Figure 1. The metal 1 layer (run 1).
Drawn at 4 px/um. Supply wires on this layer in gray.
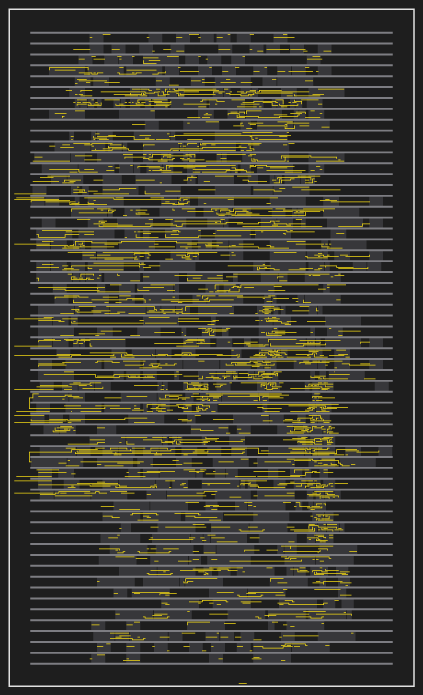
Figure 2. Cell sizes after repair (run 1).
Drawn at 3 px/um.
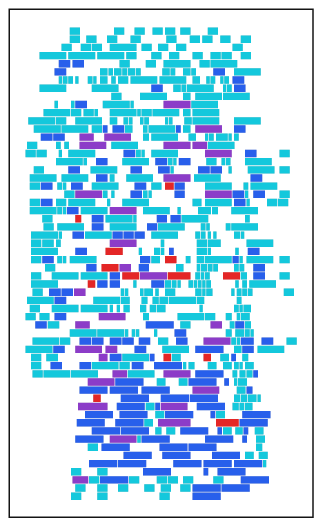
Figure 3. Cell density map (run 1).
Drawn at 3 px/um. The die is cut into 10 by 17 equal tiles; dark blue is low, red is high, 0 to 100% covered.
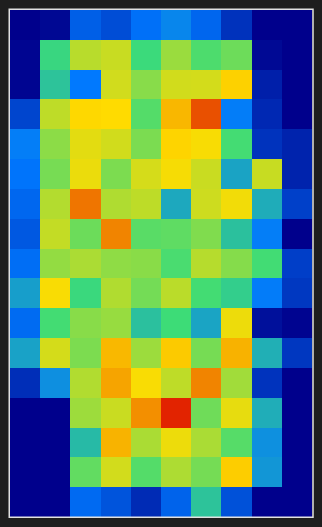
--- src/rtl/seg_scan_decoder_if.sv ---
// seg_scan_decoder_if: display scan lines plus decoded monitor results.
// master = display/scanner side, slave = the decoder.
interface seg_scan_decoder_if #(
    parameter int DIGITS = 8
);
    logic [DIGITS-1:0]   an;
    logic [6:0]          seg;
    logic [4*DIGITS-1:0] value;
    logic [DIGITS-1:0]   digit_valid;
    logic [4*DIGITS-1:0] frame_value;
    logic                frame_valid;
    logic                err;

    modport master (
        output an,
        output seg,
        input  value,
        input  digit_valid,
        input  frame_value,
        input  frame_valid,
        input  err
    );

    modport slave (
        input  an,
        input  seg,
        output value,
        output digit_valid,
        output frame_value,
        output frame_valid,
        output err
    );
endinterface

--- src/rtl/seg_scan_decoder.sv ---
// seg_scan_decoder: samples multiplexed anode/segment lines and recovers
// the displayed hex digits, flagging illegal anode or segment patterns.
module seg_scan_decoder #(
    parameter int DIGITS        = 8,
    parameter int STABLE_CYCLES = 4
) (
    input logic              clk,
    input logic              rst_n,
    seg_scan_decoder_if.slave bus
);
    localparam int CW = $clog2(STABLE_CYCLES + 1);
    localparam logic [CW-1:0] CNT_ONE = CW'(1);
    localparam logic [CW-1:0] CNT_MAX = CW'(STABLE_CYCLES);

    typedef enum logic [1:0] {
        IDLE,
        WAIT,
        HOLD
    } state_t;

    logic [DIGITS-1:0] an_m_q, an_s_q, an_p_q;
    logic [6:0]        seg_m_q, seg_s_q, seg_p_q;

    state_t            state_q, state_d;
    logic [CW-1:0]     cnt_q, cnt_d;
    logic              cap;

    logic [4*DIGITS-1:0] value_q, value_d;
    logic [DIGITS-1:0]   dv_q, dv_d;
    logic [DIGITS-1:0]   seen_q, seen_d;
    logic [4*DIGITS-1:0] fval_q, fval_d;
    logic                fvld_q, fvld_d;
    logic                err_q, err_d;

    logic              blank;
    logic              change;
    logic [DIGITS-1:0] anl;
    logic              multi;
    logic [4:0]        dec;
    logic [DIGITS-1:0] seen_nx;

    // Returns {legal, nibble} for an active-low segment code.
    function automatic logic [4:0] decode(input logic [6:0] s);
        logic [4:0] r;
        case (s)
            7'b0000001: r = 5'h10;
            7'b1001111: r = 5'h11;
            7'b0010010: r = 5'h12;
            7'b0000110: r = 5'h13;
            7'b1001100: r = 5'h14;
            7'b0100100: r = 5'h15;
            7'b0100000: r = 5'h16;
            7'b0001111: r = 5'h17;
            7'b0000000: r = 5'h18;
            7'b0001100: r = 5'h19;
            7'b0001000: r = 5'h1A;
            7'b1100000: r = 5'h1B;
            7'b1110010: r = 5'h1C;
            7'b1000010: r = 5'h1D;
            7'b0110000: r = 5'h1E;
            7'b0111000: r = 5'h1F;
            default:    r = 5'h00;
        endcase
        return r;
    endfunction

    // Two-stage synchroniser plus previous-cycle copy for change detect.
    always_ff @(posedge clk or negedge rst_n) begin
        if (!rst_n) begin
            an_m_q  <= '1;
            an_s_q  <= '1;
            an_p_q  <= '1;
            seg_m_q <= '1;
            seg_s_q <= '1;
            seg_p_q <= '1;
        end else begin
            an_m_q  <= bus.an;
            an_s_q  <= an_m_q;
            an_p_q  <= an_s_q;
            seg_m_q <= bus.seg;
            seg_s_q <= seg_m_q;
            seg_p_q <= seg_s_q;
        end
    end

    assign blank  = &an_s_q;
    assign change = {an_s_q, seg_s_q} != {an_p_q, seg_p_q};

    // Stability FSM: one capture after the pattern holds long enough.
    always_comb begin
        state_d = state_q;
        cnt_d   = cnt_q;
        cap     = 1'b0;
        case (state_q)
            IDLE: begin
                if (!blank) begin
                    state_d = WAIT;
                    cnt_d   = CNT_ONE;
                end
            end
            WAIT: begin
                if (change) begin
                    cnt_d   = CNT_ONE;
                    state_d = blank ? IDLE : WAIT;
                end else if (cnt_q == CNT_MAX) begin
                    cap     = 1'b1;
                    state_d = HOLD;
                end else begin
                    cnt_d = cnt_q + CNT_ONE;
                end
            end
            HOLD: begin
                if (change) begin
                    cnt_d   = CNT_ONE;
                    state_d = blank ? IDLE : WAIT;
                end
            end
            default: begin
                state_d = IDLE;
                cnt_d   = '0;
            end
        endcase
    end

    // FSM state and stability counter registers.
    always_ff @(posedge clk or negedge rst_n) begin
        if (!rst_n) begin
            state_q <= IDLE;
            cnt_q   <= '0;
        end else begin
            state_q <= state_d;
            cnt_q   <= cnt_d;
        end
    end

    assign anl   = ~an_s_q;
    assign multi = (anl & (anl - 1'b1)) != '0;
    assign dec   = decode(seg_s_q);

    // Capture datapath: update one digit, track frame completion.
    always_comb begin
        value_d = value_q;
        dv_d    = dv_q;
        seen_d  = seen_q;
        fval_d  = fval_q;
        fvld_d  = 1'b0;
        err_d   = 1'b0;
        seen_nx = seen_q | anl;
        if (cap) begin
            if (multi || (anl == '0)) begin
                err_d = 1'b1;
            end else if (!dec[4]) begin
                err_d = 1'b1;
                dv_d  = dv_q & ~anl;
            end else begin
                for (int i = 0; i < DIGITS; i++) begin
                    if (anl[i]) begin
                        value_d[4*i +: 4] = dec[3:0];
                    end
                end
                dv_d = dv_q | anl;
                if (&seen_nx) begin
                    fval_d = value_d;
                    fvld_d = 1'b1;
                    seen_d = '0;
                end else begin
                    seen_d = seen_nx;
                end
            end
        end
    end

    // Result registers.
    always_ff @(posedge clk or negedge rst_n) begin
        if (!rst_n) begin
            value_q <= '0;
            dv_q    <= '0;
            seen_q  <= '0;
            fval_q  <= '0;
            fvld_q  <= 1'b0;
            err_q   <= 1'b0;
        end else begin
            value_q <= value_d;
            dv_q    <= dv_d;
            seen_q  <= seen_d;
            fval_q  <= fval_d;
            fvld_q  <= fvld_d;
            err_q   <= err_d;
        end
    end

    assign bus.value       = value_q;
    assign bus.digit_valid = dv_q;
    assign bus.frame_value = fval_q;
    assign bus.frame_valid = fvld_q;
    assign bus.err         = err_q;
endmodule

--- src/flat_wrapper.sv ---
// flat-port wrapper written by rule: the top's interface ports become plain ports
module seg_scan_decoder_flat 
#(
    parameter int DIGITS        = 8,
    parameter int STABLE_CYCLES = 4
)
  (clk, rst_n, bus_an, bus_seg, bus_value, bus_digit_valid, bus_frame_value, bus_frame_valid, bus_err);
  seg_scan_decoder_if #(.DIGITS(DIGITS)) bus_i ();
  input logic clk;
  input logic rst_n;
  input wire logic [$bits(bus_i.an)-1:0] bus_an;
  input wire logic [$bits(bus_i.seg)-1:0] bus_seg;
  output wire logic [$bits(bus_i.value)-1:0] bus_value;
  output wire logic [$bits(bus_i.digit_valid)-1:0] bus_digit_valid;
  output wire logic [$bits(bus_i.frame_value)-1:0] bus_frame_value;
  output wire logic [$bits(bus_i.frame_valid)-1:0] bus_frame_valid;
  output wire logic [$bits(bus_i.err)-1:0] bus_err;
  assign bus_i.an = bus_an;
  assign bus_i.seg = bus_seg;
  assign bus_value = bus_i.value;
  assign bus_digit_valid = bus_i.digit_valid;
  assign bus_frame_value = bus_i.frame_value;
  assign bus_frame_valid = bus_i.frame_valid;
  assign bus_err = bus_i.err;
  seg_scan_decoder #(.DIGITS(DIGITS), .STABLE_CYCLES(STABLE_CYCLES)) u_core (.clk(clk), .rst_n(rst_n), .bus(bus_i));
endmodule
--- config.mk ---
export PLATFORM = sky130hd
export DESIGN_NAME = seg_scan_decoder_flat
export DESIGN_NICKNAME = d
export VERILOG_FILES = /design/src/rtl/seg_scan_decoder_if.sv /design/src/rtl/seg_scan_decoder.sv /design/src/flat_wrapper.sv
export SDC_FILE = /design/constraint.sdc
export NUM_CORES = 1
export LEC_CHECK = 0
export CAP_MARGIN = 20
export CORE_ASPECT_RATIO = 1.75
export CORE_MARGIN = 5
export CORE_UTILIZATION = 40
export DETAILED_ROUTE_END_ITERATION = 7
export GPL_ROUTABILITY_DRIVEN = 0
export GPL_TIMING_DRIVEN = 0
export SLEW_MARGIN = 20
export SYNTH_ARGS = -nofsm -noshare
export SYNTH_HDL_FRONTEND = slang
export SYNTH_SLANG_ARGS = --single-unit
--- constraint.sdc ---
create_clock -name clk -period 4.3 [get_ports clk]
set_input_delay 0.43 -clock clk [delete_from_list [all_inputs] [get_ports clk]]
set_output_delay 0.43 -clock clk [all_outputs]
set_load 0.1 [all_outputs]
==> reports/summary.json, run 1 <==
{
  "yosys.stat.chipArea": {"value": 0.00577, "unit": "mm2"},
  "post-dp-hpwl": {"value": 10200, "unit": "um"},
  "io-pin-count": {"value": 91},
  "pg_seq": {"value": 1300, "unit": "uW"},
  "p_sw_share": {"value": 21.9, "unit": "%"},
  "most_common_cell": {"value": "sky130_fd_sc_hd__dfrtp_1"},
  "crit_arrival": {"value": 3.28, "unit": "ns"},
  "final_min_period_over_clock_period": {"value": 69.3, "unit": "%"},
  "syn-num-nets": {"value": 480},
  "finalHoldViolCount": {"value": 0},
  "startpoint_type": {"value": "flop"},
  "drt-met1-wl": {"value": 5180, "unit": "um"},
  "run_status": {"value": "complete, no violations"},
  "irDropWorstVdd": {"value": 0.000274, "unit": "V"},
  "grt_setup_unrepaired": {"value": "false"},
  "worstHoldStart": {"value": "u_core.seg_m_q[4]"},
  "dr_wl_met3": {"value": 607, "unit": "um"},
  "synth.largest_area_cell": {"value": "sky130_fd_sc_hd__dfrtp_1"},
  "async_reset_ff_share": {"value": 100, "unit": "%"},
  "critical_path.cell_chain": {"value": "clkbuf_1 > buf_2 > nor3_1 > o21ai_0 > nand3b_1 > nor3_1 > o21ai_0 > mux2_1"},
  "maxCapViolations": {"value": 0},
  "max_slew_violation_count": {"value": 0},
  "mux_share": {"value": 13.2, "unit": "%"},
  "post_synth_most_frequent_cells": {"value": "sky130_fd_sc_hd__dfrtp_1, sky130_fd_sc_hd__mux2_2, sky130_fd_sc_hd__dfstp_2"},
  "critPathRequiredTime": {"value": 4.60, "unit": "ns"},
  "cts-resized-gates": {"value": 0},
  "yosys_warnings": {"value": 0},
  "total_instance_count_after_detailed_placement": {"value": 732},
  "antenna_found_initial": {"value": 0},
  "signal_buffers": {"value": 124},
  "clk-insertion-delay-late": {"value": 0.41, "unit": "ns"},
  "detailedPlace.worstSlack": {"value": 1.36, "unit": "ns"},
  "std_cell_core_area": {"value": 0.0143, "unit": "mm2"},
  "detailroute.via_count": {"value": 4010},
  "met2WireLength": {"value": 7910, "unit": "um"},
  "synth.yosys.seq_area_share": {"value": 58.2, "unit": "%"},
  "r2r_slack": {"value": 1.32, "unit": "ns"},
  "fillers": {"value": 1217},
  "clkSlewWorstSetupHoldPaths": {"value": 0.06, "unit": "ns"},
  "seq_power_share": {"value": 44.1, "unit": "%"},
  "n_clock_buffer": {"value": 24},
  "clk_path_buf_depth": {"value": 2},
  "sequential_cell_total": {"value": 132},
  "layoutNonFillerInstCount": {"value": 765},
  "tool_warnings": {"value": 27},
  "final-seq-area": {"value": 0.00336, "unit": "mm2"},
  "area_after_dpl": {"value": 0.00693, "unit": "mm2"},
  "yosysCellCount": {"value": 461},
  "holdWs": {"value": 0.349, "unit": "ns"},
  "clock_cell_area_share": {"value": 8.41, "unit": "%"},
  "first_drt_iteration_drcs": {"value": 220},
  "postSynth.topFlopCell": {"value": "sky130_fd_sc_hd__dfrtp_1"},
  "crit_path_top_delay_cell": {"value": "sky130_fd_sc_hd__nor3_1"},
  "clock_power": {"value": 1500, "unit": "uW"},
  "layout.area.comb": {"value": 0.00217, "unit": "mm2"},
  "worst_setup_end_kind": {"value": "flop"},
  "drt_pass1_iterations": {"value": 5},
  "remaining_drc_errors": {"value": 0},
  "worstSetupPathDepth": {"value": 8},
  "post_synth_instance_area": {"value": 0.00577, "unit": "mm2"},
  "routedWlPerCell": {"value": 18.4, "unit": "um"},
  "final_common_cell": {"value": "sky130_fd_sc_hd__clkdlybuf4s50_1"},
  "yosys_adder_share": {"value": 0.781, "unit": "%"},
  "wl": {"value": 14100, "unit": "um"},
  "transition_time_at_the_pin_with_the_least_slew_margin": {"value": 1.04, "unit": "ns"},
  "grt.met1_usage": {"value": 19.2, "unit": "%"},
  "use_met3": {"value": 4.04, "unit": "%"},
  "inverters": {"value": 18},
  "post-cts-setup-buffer-count": {"value": 0},
  "largest_family_of_logic_cells_by_area": {"value": "multiplexers"},
  "antennaDiodeCount": {"value": 0},
  "post_synth_num_cell_types": {"value": 55},
  "leakagePower": {"value": 0.00326, "unit": "uW"},
  "comb_area_share": {"value": 28.7, "unit": "%"},
  "cts.root.buffer_cell": {"value": "sky130_fd_sc_hd__clkbuf_16"},
  "synth.ff_latch_count": {"value": 132},
  "synth.top_cell.area_share": {"value": 37.7, "unit": "%"},
  "port-buffer-count": {"value": 90},
  "internal-power": {"value": 2290, "unit": "uW"},
  "min_path_type": {"value": "reg -> reg"},
  "cts-buffers-inserted": {"value": 17},
  "grt.busiest_layer": {"value": "met2"},
  "enable_flop_cells": {"value": 0},
  "post-route-cell-area": {"value": 0.00757, "unit": "mm2"},
  "power_switching": {"value": 644, "unit": "uW"},
  "die_x": {"value": 101, "unit": "um"},
  "post_synth.cell_area_avg": {"value": 12.5, "unit": "um2"},
  "beginning_of_the_critical_path": {"value": "u_core.seg_s_q[6]"},
  "r2r_end": {"value": "u_core.bus.frame_value[8]"},
  "grt_first_pass_wirelength": {"value": 22800, "unit": "um"},
  "track_usage": {"value": 17.5, "unit": "%"},
  "timing.final.crit_period": {"value": 2.98, "unit": "ns"}
}
Back to the opening pictures, Figure 1:
wire length on this layer: 5180 um
main direction: horizontal
nets with wire on the layer: 545

Back to the opening pictures, Figure 2:
legend:
  x1 and smaller:
    color: cyan
    cells: 402
  x6 and larger:
    color: purple
    cells: 32
  x2:
    color: blue
    cells: 138
  x3 and x4:
    color: red
    cells: 13

Back to the opening pictures, Figure 3:
tiles over 75% full: 10%
mean over tiles: 43%
fullest tile: 96%
emptiest ninth of the die: north-east

==> run 1 -> run 2 <==
clock period = 2.6 ns   (was 4.3 ns; I/O delays follow)
Figure 4. Cell sizes after repair (run 2).
Drawn at 3 px/um.
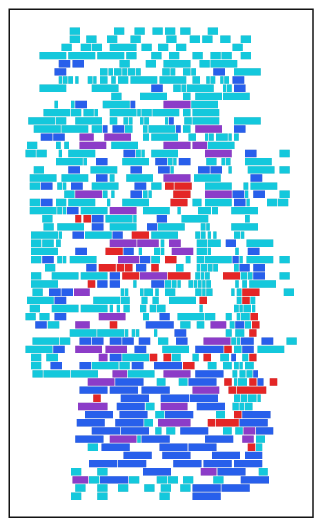
legend:
  x2:
    color: blue
    cells: 132
  x3 and x4:
    color: red
    cells: 40
  x1 and smaller:
    color: cyan
    cells: 391
  x6 and larger:
    color: purple
    cells: 38

Figure 5. Placed standard cells (run 2).
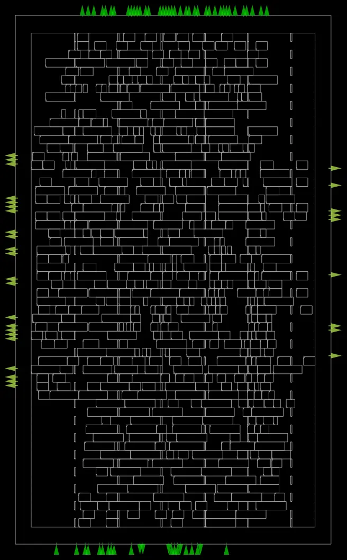
proportion of cell area occupied by registers: 42.6%
non-filler cells in the finished layout: 781
Std-Cell Core Area: 0.0143 mm2
Filler cells: 1200

==> run 2 against run 1 <==
Count of clock-buffer cells in the layout unchanged. Clock power up 66%. Global-route usage up 0.22 points. Worst hold slack worse by 0.10 ns. Clock skew up 0.00056 ns. Largest power group unchanged. Routed wire length up 2.1%. Core utilization up 2.1 points. Power up 67%. Highest routed layer unchanged. Flip-flop count unchanged. Non-clock buffer count up 16. Area after synthesis unchanged. First-iteration DRC count down 18%.
==> reports/summary.json, run 2 <==
{
  "run_status": {"value": "complete, no violations"},
  "die_x": {"value": 101, "unit": "um"},
  "r2r_end": {"value": "u_core.bus.frame_value[30]"},
  "clk-insertion-delay-late": {"value": 0.42, "unit": "ns"},
  "area_after_dpl": {"value": 0.00693, "unit": "mm2"},
  "detailroute.via_count": {"value": 4120},
  "startpoint_type": {"value": "flop"},
  "layout.area.comb": {"value": 0.00226, "unit": "mm2"},
  "inverters": {"value": 18},
  "n_clock_buffer": {"value": 24},
  "final_min_period_over_clock_period": {"value": 98.1, "unit": "%"},
  "synth.yosys.seq_area_share": {"value": 58.2, "unit": "%"},
  "wl": {"value": 14400, "unit": "um"},
  "timing.final.crit_period": {"value": 2.55, "unit": "ns"},
  "maxCapViolations": {"value": 0},
  "yosys_adder_share": {"value": 0.781, "unit": "%"},
  "max_slew_violation_count": {"value": 0},
  "worst_setup_end_kind": {"value": "flop"},
  "drt_pass1_iterations": {"value": 5},
  "post-dp-hpwl": {"value": 10200, "unit": "um"},
  "synth.largest_area_cell": {"value": "sky130_fd_sc_hd__dfrtp_1"},
  "comb_area_share": {"value": 28.7, "unit": "%"},
  "track_usage": {"value": 17.8, "unit": "%"},
  "antenna_found_initial": {"value": 0},
  "post_synth_num_cell_types": {"value": 55},
  "antennaDiodeCount": {"value": 0},
  "postSynth.topFlopCell": {"value": "sky130_fd_sc_hd__dfrtp_1"},
  "tool_warnings": {"value": 28},
  "grt.met1_usage": {"value": 19.2, "unit": "%"},
  "dr_wl_met3": {"value": 667, "unit": "um"},
  "finalHoldViolCount": {"value": 0},
  "enable_flop_cells": {"value": 0},
  "p_sw_share": {"value": 22.1, "unit": "%"},
  "crit_path_top_delay_cell": {"value": "sky130_fd_sc_hd__dfstp_2"},
  "post-route-cell-area": {"value": 0.00788, "unit": "mm2"},
  "post_synth_instance_area": {"value": 0.00577, "unit": "mm2"},
  "final-seq-area": {"value": 0.00336, "unit": "mm2"},
  "total_instance_count_after_detailed_placement": {"value": 732},
  "io-pin-count": {"value": 91},
  "sequential_cell_total": {"value": 132},
  "leakagePower": {"value": 0.00345, "unit": "uW"},
  "irDropWorstVdd": {"value": 0.000455, "unit": "V"},
  "critical_path.cell_chain": {"value": "nor2b_1 > and3_1 > a311o_2 > nor3_4 > nor3_4 > buf_12 > buf_4 > mux2_1"},
  "detailedPlace.worstSlack": {"value": -0.343, "unit": "ns"},
  "r2r_slack": {"value": 0.05, "unit": "ns"},
  "largest_family_of_logic_cells_by_area": {"value": "multiplexers"},
  "final_common_cell": {"value": "sky130_fd_sc_hd__clkdlybuf4s50_1"},
  "seq_power_share": {"value": 43.9, "unit": "%"},
  "cts.root.buffer_cell": {"value": "sky130_fd_sc_hd__clkbuf_16"},
  "post_synth_most_frequent_cells": {"value": "sky130_fd_sc_hd__dfrtp_1, sky130_fd_sc_hd__mux2_2, sky130_fd_sc_hd__dfstp_2"},
  "internal-power": {"value": 3820, "unit": "uW"},
  "power_switching": {"value": 1080, "unit": "uW"},
  "clock_cell_area_share": {"value": 8.08, "unit": "%"},
  "clock_power": {"value": 2490, "unit": "uW"},
  "critPathRequiredTime": {"value": 2.89, "unit": "ns"},
  "cts-buffers-inserted": {"value": 17},
  "clkSlewWorstSetupHoldPaths": {"value": 0.06, "unit": "ns"},
  "worstSetupPathDepth": {"value": 8},
  "clk_path_buf_depth": {"value": 2},
  "async_reset_ff_share": {"value": 100, "unit": "%"}
}
Figure 6. The metal 1 layer (run 2).
Drawn at 4 px/um. Supply wires on this layer in gray.
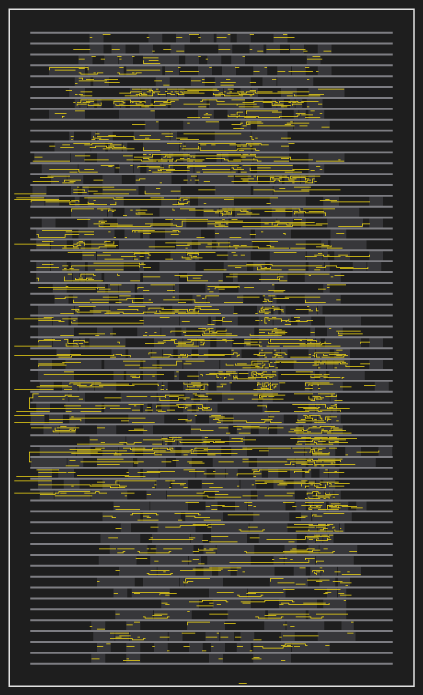
wire length on this layer: 5190 um
nets with wire on the layer: 555

==> run 2 -> run 3 <==
CTS_BUF_LIST = sky130_fd_sc_hd__clkbuf_8   (was unset)
DONT_BUFFER_PORTS = 1   (was unset)
Figure 7. I/O nets highlighted (run 3).
Drawn at 3 px/um.
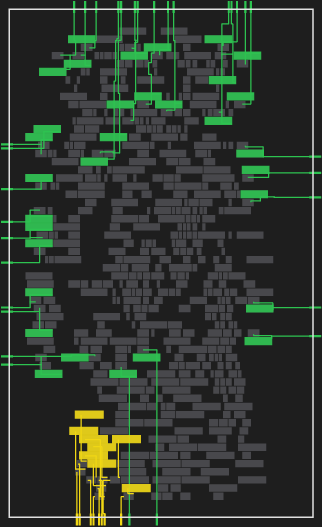
legend:
  bus_frame_value:
    color: green
    direction: output
    edge: 15 north, 10 west, 5 east, 2 south
    end_cells: 32
    wire: 914 um
  bus_an:
    color: yellow
    direction: input
    edge: south
    end_cells: 8
    wire: 207 um

Figure 8. Placed standard cells (run 3).
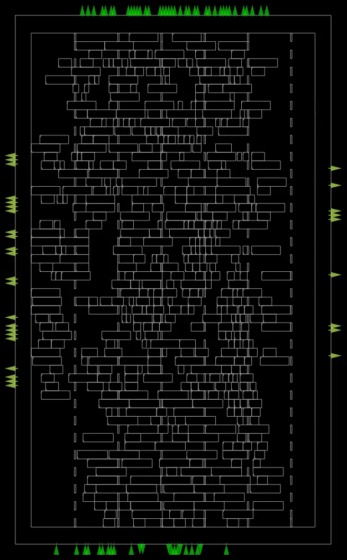
proportion of cell area occupied by registers: 50.2%
non-filler cells in the finished layout: 693
Filler cells: 1252
fin util: 46.8%

==> run 3 against run 2 <==
The run now ends with negative hold slack left. Global-route usage fell by 0.73 points. Clock power fell by 35%. Non-clock buffer count fell by 87. Final area fell by 15%. First-iteration DRC count fell by 4.4%. Combinational power fell by about 30%. Critical endpoint unchanged.
==> reports/summary.json, run 3 <==
{
  "mux_share": {"value": 13.2, "unit": "%"},
  "track_usage": {"value": 17.0, "unit": "%"},
  "beginning_of_the_critical_path": {"value": "u_core.seg_s_q[5]"},
  "port-buffer-count": {"value": 0},
  "async_reset_ff_share": {"value": 100, "unit": "%"},
  "routedWlPerCell": {"value": 19.8, "unit": "um"},
  "p_sw_share": {"value": 22.8, "unit": "%"},
  "critical_path.cell_chain": {"value": "nor2b_1 > and3_1 > a311o_2 > nor3_4 > nor3_4 > buf_6 > buf_4 > mux2_1"},
  "final_min_period_over_clock_period": {"value": 95.2, "unit": "%"},
  "irDropWorstVdd": {"value": 0.000330, "unit": "V"},
  "area_after_dpl": {"value": 0.00599, "unit": "mm2"},
  "first_drt_iteration_drcs": {"value": 173},
  "clock_cell_area_share": {"value": 5.50, "unit": "%"},
  "use_met3": {"value": 4.82, "unit": "%"},
  "post-cts-setup-buffer-count": {"value": 10},
  "drt_pass1_iterations": {"value": 5},
  "pg_seq": {"value": 2150, "unit": "uW"},
  "antennaDiodeCount": {"value": 0},
  "synth.yosys.seq_area_share": {"value": 58.2, "unit": "%"},
  "postSynth.topFlopCell": {"value": "sky130_fd_sc_hd__dfrtp_1"},
  "grt_setup_unrepaired": {"value": "false"},
  "antenna_found_initial": {"value": 0},
  "cts.root.buffer_cell": {"value": "sky130_fd_sc_hd__clkbuf_8"},
  "synth.top_cell.area_share": {"value": 37.7, "unit": "%"},
  "grt.met1_usage": {"value": 18.8, "unit": "%"},
  "clk_path_buf_depth": {"value": 2},
  "clk-insertion-delay-late": {"value": 0.43, "unit": "ns"},
  "tool_warnings": {"value": 31},
  "worst_setup_end_kind": {"value": "flop"},
  "largest_family_of_logic_cells_by_area": {"value": "multiplexers"},
  "signal_buffers": {"value": 53},
  "total_instance_count_after_detailed_placement": {"value": 641},
  "sequential_cell_total": {"value": 132},
  "failing_checks": {"value": "negative hold slack"},
  "yosysCellCount": {"value": 461},
  "layout.area.comb": {"value": 0.00225, "unit": "mm2"},
  "post_synth.cell_area_avg": {"value": 12.5, "unit": "um2"},
  "cts-resized-gates": {"value": 13},
  "critPathRequiredTime": {"value": 2.91, "unit": "ns"},
  "yosys_adder_share": {"value": 0.781, "unit": "%"},
  "clkSlewWorstSetupHoldPaths": {"value": 0.08, "unit": "ns"},
  "post_synth_num_cell_types": {"value": 55},
  "holdWs": {"value": -0.452, "unit": "ns"},
  "crit_path_top_delay_cell": {"value": "sky130_fd_sc_hd__dfstp_2"},
  "startpoint_type": {"value": "flop"},
  "io-pin-count": {"value": 91},
  "maxCapViolations": {"value": 0},
  "comb_area_share": {"value": 33.6, "unit": "%"},
  "enable_flop_cells": {"value": 0},
  "most_common_cell": {"value": "sky130_fd_sc_hd__dfrtp_1"},
  "final_common_cell": {"value": "sky130_fd_sc_hd__dfrtp_1"},
  "drt-met1-wl": {"value": 4910, "unit": "um"},
  "final-seq-area": {"value": 0.00336, "unit": "mm2"},
  "internal-power": {"value": 3050, "unit": "uW"},
  "die_x": {"value": 101, "unit": "um"},
  "post_synth_instance_area": {"value": 0.00577, "unit": "mm2"},
  "detailedPlace.worstSlack": {"value": -0.359, "unit": "ns"},
  "std_cell_core_area": {"value": 0.0143, "unit": "mm2"},
  "post-dp-hpwl": {"value": 9760, "unit": "um"},
  "run_status": {"value": "complete, but fails checks"},
  "r2r_slack": {"value": 0.12, "unit": "ns"},
  "clock_power": {"value": 1610, "unit": "uW"},
  "synth.largest_area_cell": {"value": "sky130_fd_sc_hd__dfrtp_1"},
  "detailroute.via_count": {"value": 3723},
  "max_slew_violation_count": {"value": 0},
  "cts-buffers-inserted": {"value": 17},
  "yosys.stat.chipArea": {"value": 0.00577, "unit": "mm2"},
  "crit_arrival": {"value": 2.79, "unit": "ns"},
  "yosys_warnings": {"value": 0},
  "finalHoldViolCount": {"value": 132},
  "seq_power_share": {"value": 54.6, "unit": "%"},
  "grt_first_pass_wirelength": {"value": 22100, "unit": "um"}
}
Figure 9. The metal 1 layer (run 3).
Drawn at 4 px/um. Supply wires on this layer in gray.
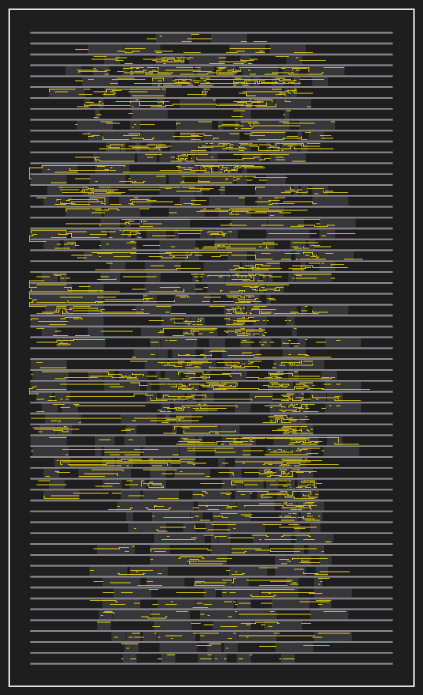
wire length on this layer: 4910 um
main direction: horizontal
longest straight run: 49.7 um
nets with wire on the layer: 488
share of all routed wire: 36%

Power is estimated from default activity; no workload was simulated.
